`config.mk`:
```
export PLATFORM = sky130hd
export DESIGN_NAME = lc3_uart_kb_rx
export DESIGN_NICKNAME = d
export VERILOG_FILES = /design/src/rtl/lc3_kb_pkg.sv /design/src/rtl/lc3_sync_fifo.sv /design/src/rtl/lc3_uart_kb_rx.sv
export SDC_FILE = /design/constraint.sdc
export NUM_CORES = 1
export LEC_CHECK = 0
export ABC_AREA = 1
export CORE_MARGIN = 8
export CORE_UTILIZATION = 67
export CTS_BUF_LIST = sky130_fd_sc_hd__clkbuf_4 sky130_fd_sc_hd__clkbuf_8
export CTS_CLUSTER_DIAMETER = 150
export DETAILED_ROUTE_END_ITERATION = 7
export GPL_ROUTABILITY_DRIVEN = 0
export PLACE_DENSITY = 0.95
export SLEW_MARGIN = 25
export SYNTH_ARGS = -nofsm -noshare
export SYNTH_HDL_FRONTEND = slang
export SYNTH_HIERARCHICAL = 1
export SYNTH_SLANG_ARGS = --single-unit
```
`constraint.sdc`:
```
create_clock -name clk -period 6.2 [get_ports clk]
set_input_delay 1.24 -clock clk [delete_from_list [all_inputs] [get_ports clk]]
set_output_delay 1.24 -clock clk [all_outputs]
set_load 0.05 [all_outputs]
```
`src/rtl/lc3_kb_pkg.sv`:
```
// rtl/lc3_kb_pkg.sv - shared types and constants for the LC-3 serial keyboard receiver
package lc3_kb_pkg;

  localparam int CHAR_W      = 8;
  localparam int DEFAULT_DIV = 434;

  localparam logic [2:0] ST_IDLE  = 3'd0;
  localparam logic [2:0] ST_START = 3'd1;
  localparam logic [2:0] ST_DATA  = 3'd2;
  localparam logic [2:0] ST_STOP  = 3'd3;
  localparam logic [2:0] ST_BREAK = 3'd4;

  typedef enum logic [2:0] {
    RX_IDLE  = ST_IDLE,
    RX_START = ST_START,
    RX_DATA  = ST_DATA,
    RX_STOP  = ST_STOP,
    RX_BREAK = ST_BREAK
  } rx_state_e;

endpackage

```
`src/rtl/lc3_sync_fifo.sv`:
```
// rtl/lc3_sync_fifo.sv - circular character FIFO, drops pushes when full
// When empty, a simultaneous push and pop passes the pushed word straight to o_head.
module lc3_sync_fifo #(
  parameter int WIDTH      = 8,
  parameter int DEPTH_LOG2 = 2
) (
  input  logic                  clk,
  input  logic                  reset,
  input  logic                  i_push,
  input  logic [WIDTH-1:0]      i_push_data,
  input  logic                  i_pop,
  output logic [WIDTH-1:0]      o_head,
  output logic                  o_full,
  output logic                  o_empty,
  output logic [DEPTH_LOG2:0]   o_count
);

  localparam int DEPTH = 1 << DEPTH_LOG2;
  localparam logic [DEPTH_LOG2:0] FULL_COUNT = {1'b1, {DEPTH_LOG2{1'b0}}};

  logic [WIDTH-1:0]      r_mem [DEPTH];
  logic [DEPTH_LOG2-1:0] r_wptr;
  logic [DEPTH_LOG2-1:0] r_rptr;
  logic [DEPTH_LOG2:0]   r_count;
  logic                  w_push_ok;
  logic                  w_pop_ok;

  assign o_full    = (r_count == FULL_COUNT);
  assign o_empty   = (r_count == '0);
  assign o_count   = r_count;
  assign w_push_ok = i_push && !o_full;
  assign w_pop_ok  = i_pop && (!o_empty || i_push);
  assign o_head    = o_empty ? i_push_data : r_mem[r_rptr];

  always_ff @(posedge clk) begin
    if (w_push_ok) begin
      r_mem[r_wptr] <= i_push_data;
    end
  end

  always_ff @(posedge clk) begin
    if (reset) begin
      r_wptr  <= '0;
      r_rptr  <= '0;
      r_count <= '0;
    end else begin
      if (w_push_ok) begin
        r_wptr <= r_wptr + 1'b1;
      end
      if (w_pop_ok) begin
        r_rptr <= r_rptr + 1'b1;
      end
      case ({w_push_ok, w_pop_ok})
        2'b10:   r_count <= r_count + 1'b1;
        2'b01:   r_count <= r_count - 1'b1;
        default: r_count <= r_count;
      endcase
    end
  end

endmodule

```
`src/rtl/lc3_uart_kb_rx.sv`:
```
// rtl/lc3_uart_kb_rx.sv - 8N1 serial receiver feeding the LC-3 KBDR/KBSR stage
// Holds the rx synchronizer, receiver FSM and KBSR-gated delivery of buffered characters.
module lc3_uart_kb_rx
  import lc3_kb_pkg::*;
#(
  parameter int DIV        = DEFAULT_DIV,
  parameter int DEPTH_LOG2 = 2
) (
  input  logic                  clk,
  input  logic                  reset,
  input  logic                  rx,
  input  logic                  kb_full,
  input  logic                  clr_err,
  output logic [CHAR_W-1:0]     I_char,
  output logic                  LD_char,
  output logic                  overrun,
  output logic                  frame_err,
  output logic [DEPTH_LOG2:0]   fifo_count
);

  localparam logic [15:0] HALF_M1 = 16'(DIV / 2 - 1);
  localparam logic [15:0] BIT_M1  = 16'(DIV - 1);

  logic              r_sync1;
  logic              r_sync2;
  rx_state_e         r_state;
  logic [15:0]       r_cnt;
  logic [2:0]        r_idx;
  logic [CHAR_W-1:0] r_shift;
  logic              r_ld;
  logic [CHAR_W-1:0] r_char;
  logic              r_ovr;
  logic              r_ferr;

  logic              w_rxs;
  logic              w_expire;
  logic              w_push;
  logic              w_bad_stop;
  logic              w_pop;
  logic              w_full;
  logic              w_empty;
  logic [CHAR_W-1:0] w_head;
  logic [DEPTH_LOG2:0] w_count;

  assign w_rxs      = r_sync2;
  assign w_expire   = (r_cnt == 16'd0);
  assign w_push     = (r_state == RX_STOP) && w_expire && w_rxs;
  assign w_bad_stop = (r_state == RX_STOP) && w_expire && !w_rxs;
  // Holdoff on r_ld gives KBSR[15] one edge to rise after each load.
  assign w_pop      = (!w_empty || w_push) && !kb_full && !r_ld;

  always_ff @(posedge clk) begin
    if (reset) begin
      r_sync1 <= 1'b1;
      r_sync2 <= 1'b1;
    end else begin
      r_sync1 <= rx;
      r_sync2 <= r_sync1;
    end
  end

  always_ff @(posedge clk) begin
    if (reset) begin
      r_state <= RX_IDLE;
      r_cnt   <= 16'd0;
      r_idx   <= 3'd0;
      r_shift <= '0;
    end else begin
      case (r_state)
        RX_IDLE: begin
          if (!w_rxs) begin
            r_state <= RX_START;
            r_cnt   <= HALF_M1;
          end
        end
        RX_START: begin
          if (w_expire) begin
            if (!w_rxs) begin
              r_state <= RX_DATA;
              r_cnt   <= BIT_M1;
              r_idx   <= 3'd0;
            end else begin
              r_state <= RX_IDLE;
            end
          end else begin
            r_cnt <= r_cnt - 16'd1;
          end
        end
        RX_DATA: begin
          if (w_expire) begin
            r_shift <= {w_rxs, r_shift[CHAR_W-1:1]};
            r_cnt   <= BIT_M1;
            r_idx   <= r_idx + 3'd1;
            if (r_idx == 3'd7) begin
              r_state <= RX_STOP;
            end
          end else begin
            r_cnt <= r_cnt - 16'd1;
          end
        end
        RX_STOP: begin
          if (w_expire) begin
            r_state <= w_rxs ? RX_IDLE : RX_BREAK;
          end else begin
            r_cnt <= r_cnt - 16'd1;
          end
        end
        RX_BREAK: begin
          if (w_rxs) begin
            r_state <= RX_IDLE;
          end
        end
        default: r_state <= RX_IDLE;
      endcase
    end
  end

  lc3_sync_fifo #(
    .WIDTH      (CHAR_W),
    .DEPTH_LOG2 (DEPTH_LOG2)
  ) u_fifo (
    .clk         (clk),
    .reset       (reset),
    .i_push      (w_push),
    .i_push_data (r_shift),
    .i_pop       (w_pop),
    .o_head      (w_head),
    .o_full      (w_full),
    .o_empty     (w_empty),
    .o_count     (w_count)
  );

  always_ff @(posedge clk) begin
    if (reset) begin
      r_ld   <= 1'b0;
      r_char <= '0;
      r_ovr  <= 1'b0;
      r_ferr <= 1'b0;
    end else begin
      r_ld <= w_pop;
      if (w_pop) begin
        r_char <= w_head;
      end
      // A new error event wins over a coincident clear.
      r_ovr  <= (w_push && w_full) || (r_ovr && !clr_err);
      r_ferr <= w_bad_stop || (r_ferr && !clr_err);
    end
  end

  assign I_char     = r_char;
  assign LD_char    = r_ld;
  assign overrun    = r_ovr;
  assign frame_err  = r_ferr;
  assign fifo_count = w_count;

endmodule

```
==> impl_metrics.json <==
{
  "status": "complete, no violations",
  "io_buffers": 18,
  "yosysWarnings": 6,
  "clockBufferCount": 10,
  "clock_area_share_pct": 4.77,
  "place_hpwl_mm": 6.33,
  "hold_class": "reg2reg",
  "max_freq_ghz": 0.336,
  "postCtsSetupRepairBufs": 0,
  "p_leak_uw": 0.00205,
  "combPwrFrac_pct": 42.6,
  "final_core_util_pct": 76.7,
  "peakVddDrop_mv": 0.314,
  "largestClassByArea": "sequential cells",
  "die_area_mm2": 0.00902,
  "overflow": 0,
  "comb.multi_input.count": 374,
  "drv_cap": 0,
  "slew_violations": 0,
  "crit_path_end_kind": "register",
  "p_per_area_mw_per_mm2": 441,
  "fin_crit_ns": 2.98,
  "diodes": 0,
  "die_x_um": 95.0,
  "initCoreUtil_pct": 69.7,
  "ff2ff_path_depth": 17,
  "cts_htree_levels": 3,
  "worstSetupStartpoint": "r_cnt[0]$_SDFFE_PP0P_",
  "final_layout_size_suffix_gt1_share_pct": 9.29,
  "hp-start": "r_sync1$_SDFF_PP1_",
  "max_slew_margin_pct": 42.8,
  "boundaryPins": 19,
  "cts_root_buffer": "clkbuf_8",
  "seq_share_pct": 43.6,
  "vias_per_cell": 5.73,
  "r2r-end": "u_fifo/o_count[2]$_SDFFE_PP0P_",
  "holdBufCountCts": 0,
  "intPower_uw": 1150,
  "combGateArea_mm2": 0.00183,
  "timing.hold.ws_ns": 0.442,
  "r2r-start": "r_cnt[0]$_SDFFE_PP0P_",
  "clock-sinks": 84,
  "cts_made_buffers": 9,
  "coreArea_mm2": 0.00599,
  "p_switching_uw": 872,
  "most_common_cell": "nand2_1",
  "worstSkewPairLatency_ns": 0.36,
  "yosysTopAreaCellShare_pct": 24.9,
  "die_h_um": 95.0,
  "antenna_found_initial": 0,
  "drt_pass1_iterations": 5,
  "fin_setup_tns_ns": 0,
  "cp.required_ns": 6.45,
  "synthCells": 536,
  "cts-resized-gates": 0,
  "synthTopCellsByArea": "dfxtp_1, edfxtp_1, nand2_1",
  "hold_depth": 1,
  "grt_pass1_vias": 3512,
  "switching_share_pct": 43.1,
  "n_tap_cell": 75,
  "hold_viol_final": 0,
  "lay_top_cells": "nand2_1, nor2_1, inv_1",
  "tool_warnings": 30,
  "rsz0062_at_grt": "false",
  "inverters": 67,
  "cts_tree": "done",
  "top_area_cell": "dfxtp_1",
  "nets": 570,
  "crit_type": "reg2reg",
  "cp.arrival_ns": 3.23,
  "worst_slew_pin_slew_ns": 0.856,
  "mostFrequentLayoutCell": "nand2_1",
  "regToRegSetupSlack_ns": 3.22,
  "fin_area_mm2": 0.00459,
  "fill_cells": 395,
  "syn_nets": 551,
  "period_used_pct": 48.0,
  "edf_count": 32,
  "top_cells_by_count": "nand2_1, nor2_1, inv_1",
  "ant_nets": 0,
  "cts.clk_slew.worst_paths_ns": 0.08,
  "grt_max_degree": 24,
  "clock_skew_ns": 0.00621,
  "buffers_excl_clock": 19,
  "ff_count": 84,
  "start_kind": "register",
  "area_growth_pct": 10.0,
  "comb_area_share_pct": 39.9,
  "flop_cell": "dfxtp_1",
  "crit_end": "u_fifo/o_count[2]$_SDFFE_PP0P_",
  "synth-async-reset-ratio_pct": 0,
  "total_power_uw": 2020,
  "yosysSeqAreaShare_pct": 47.9,
  "cts.path.max_buffers": 2,
  "ys_types": 37,
  "drt_iter0_drc": 232,
  "bufAreaShareNonClock_pct": 4.08,
  "core.rowCount": 28,
  "syn-mean-instance-area_um2": 7.79,
  "setup_viol": 0,
  "placed_cell_area_mm2": 0.00438,
  "min_to": "r_sync2$_SDFF_PP1_",
  "pwr-share-seq_pct": 36.0,
  "netlist_area_mm2": 0.00418,
  "wire_per_inst_um": 15.2,
  "ys_cells": 536,
  "crit_fanout": 5,
  "drc": 0,
  "ys_area_mm2": 0.00418,
  "grt_pass1_wl_mm": 16.0,
  "ys_seq_elements": 84,
  "flop_area_mm2": 0.00200
}
## registers in the layout, indices dropped and copies added (netlist names), 2 cells and up, named ones only
signal and count:
r_shift 8, r_cnt 16, u_fifo/r_wptr 2, r_idx 3, u_fifo/r_mem 32, u_fifo/o_count 3, I_char 8, r_state 3
u_fifo/r_rptr 2
## worst max-delay path, stage by stage, from the launching register on
cell and delay [ns]:
dfxtp_1 0.34, inv_1 0.13, ha_1 0.19, nand2_1 0.09, nor2_4 0.20, nand2_4 0.10
nor2_4 0.12, nand2_2 0.09, inv_1 0.14, inv_1 0.08, nor2_1 0.22, inv_2 0.10
ha_1 0.25, fa_1 0.39, nand2_1 0.10, nand3_1 0.08, o21ai_0 0.20, nor2_1 0.06
## power groups by stage
stage	logic (uW)	clock network, uW	registers, uW
3_5_place_dp	822	0	737
4_1_cts	842	433	726
2_1_floorplan	668	0	731
5_1_grt	960	455	739
6_report	862	434	728
3_3_place_gp	782	0	732
## metrics by stage
stage,setup slack [ns],cells
detailed placement,2.89,619
floorplan,3.53,536
global route,3.05,635
CTS,3.27,635
global placement,3.00,619
finish,3.22,635
## layer usage
metal | global-route usage [%] | up-vias | share of wire, %
met5 | 0 | - | 0
met4 | 14.3 | 0 | 3.9
met3 | 3.17 | 38 | 6.6
met2 | 39.5 | 194 | 50
met1 | 25.0 | 1671 | 39
li1 | - | 1737 | -
## logic make-up after synthesis
family	Yosys count	share of synthesized area [%]
flops	84	47.9
simple gates	312	33.6
compound gates	46	5.90
fa+ha+maj	10	3.18
buf+inv	78	8.18
xor+xnor	6	1.26
Routed metal, one color a layer:
Scale: 3 px per um.
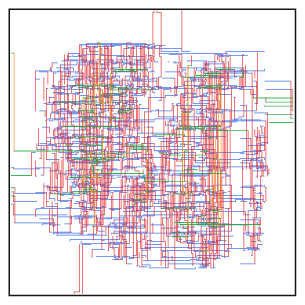
| color | layer | wire length |
|---|---|---|
| red | met2 | 4,820 um |
| orange | met4 | 379 um |
| blue | met1 | 3,810 um |
| green | met3 | 643 um |
total wire length: 9.66 mm
GRT Total Usage: 22.4%
DR vias: 3,640

Clock network drawn from the DEF:
Scale: 4 px per um.
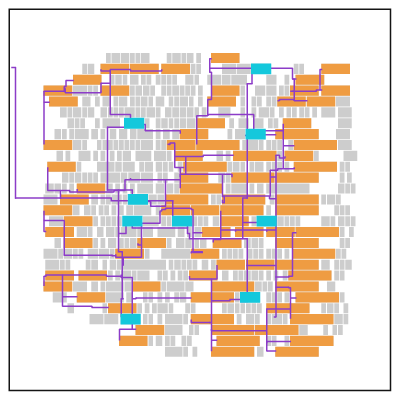
[cyan] cells driving clock nets | count: 9
[orange] flip-flops | count: 84
[purple] clock wires | length: 975 um
flops lie: spread over the die
clock network power share: 21.4%
Clock group: 434 uW

Power and IR drop assume default switching activity.
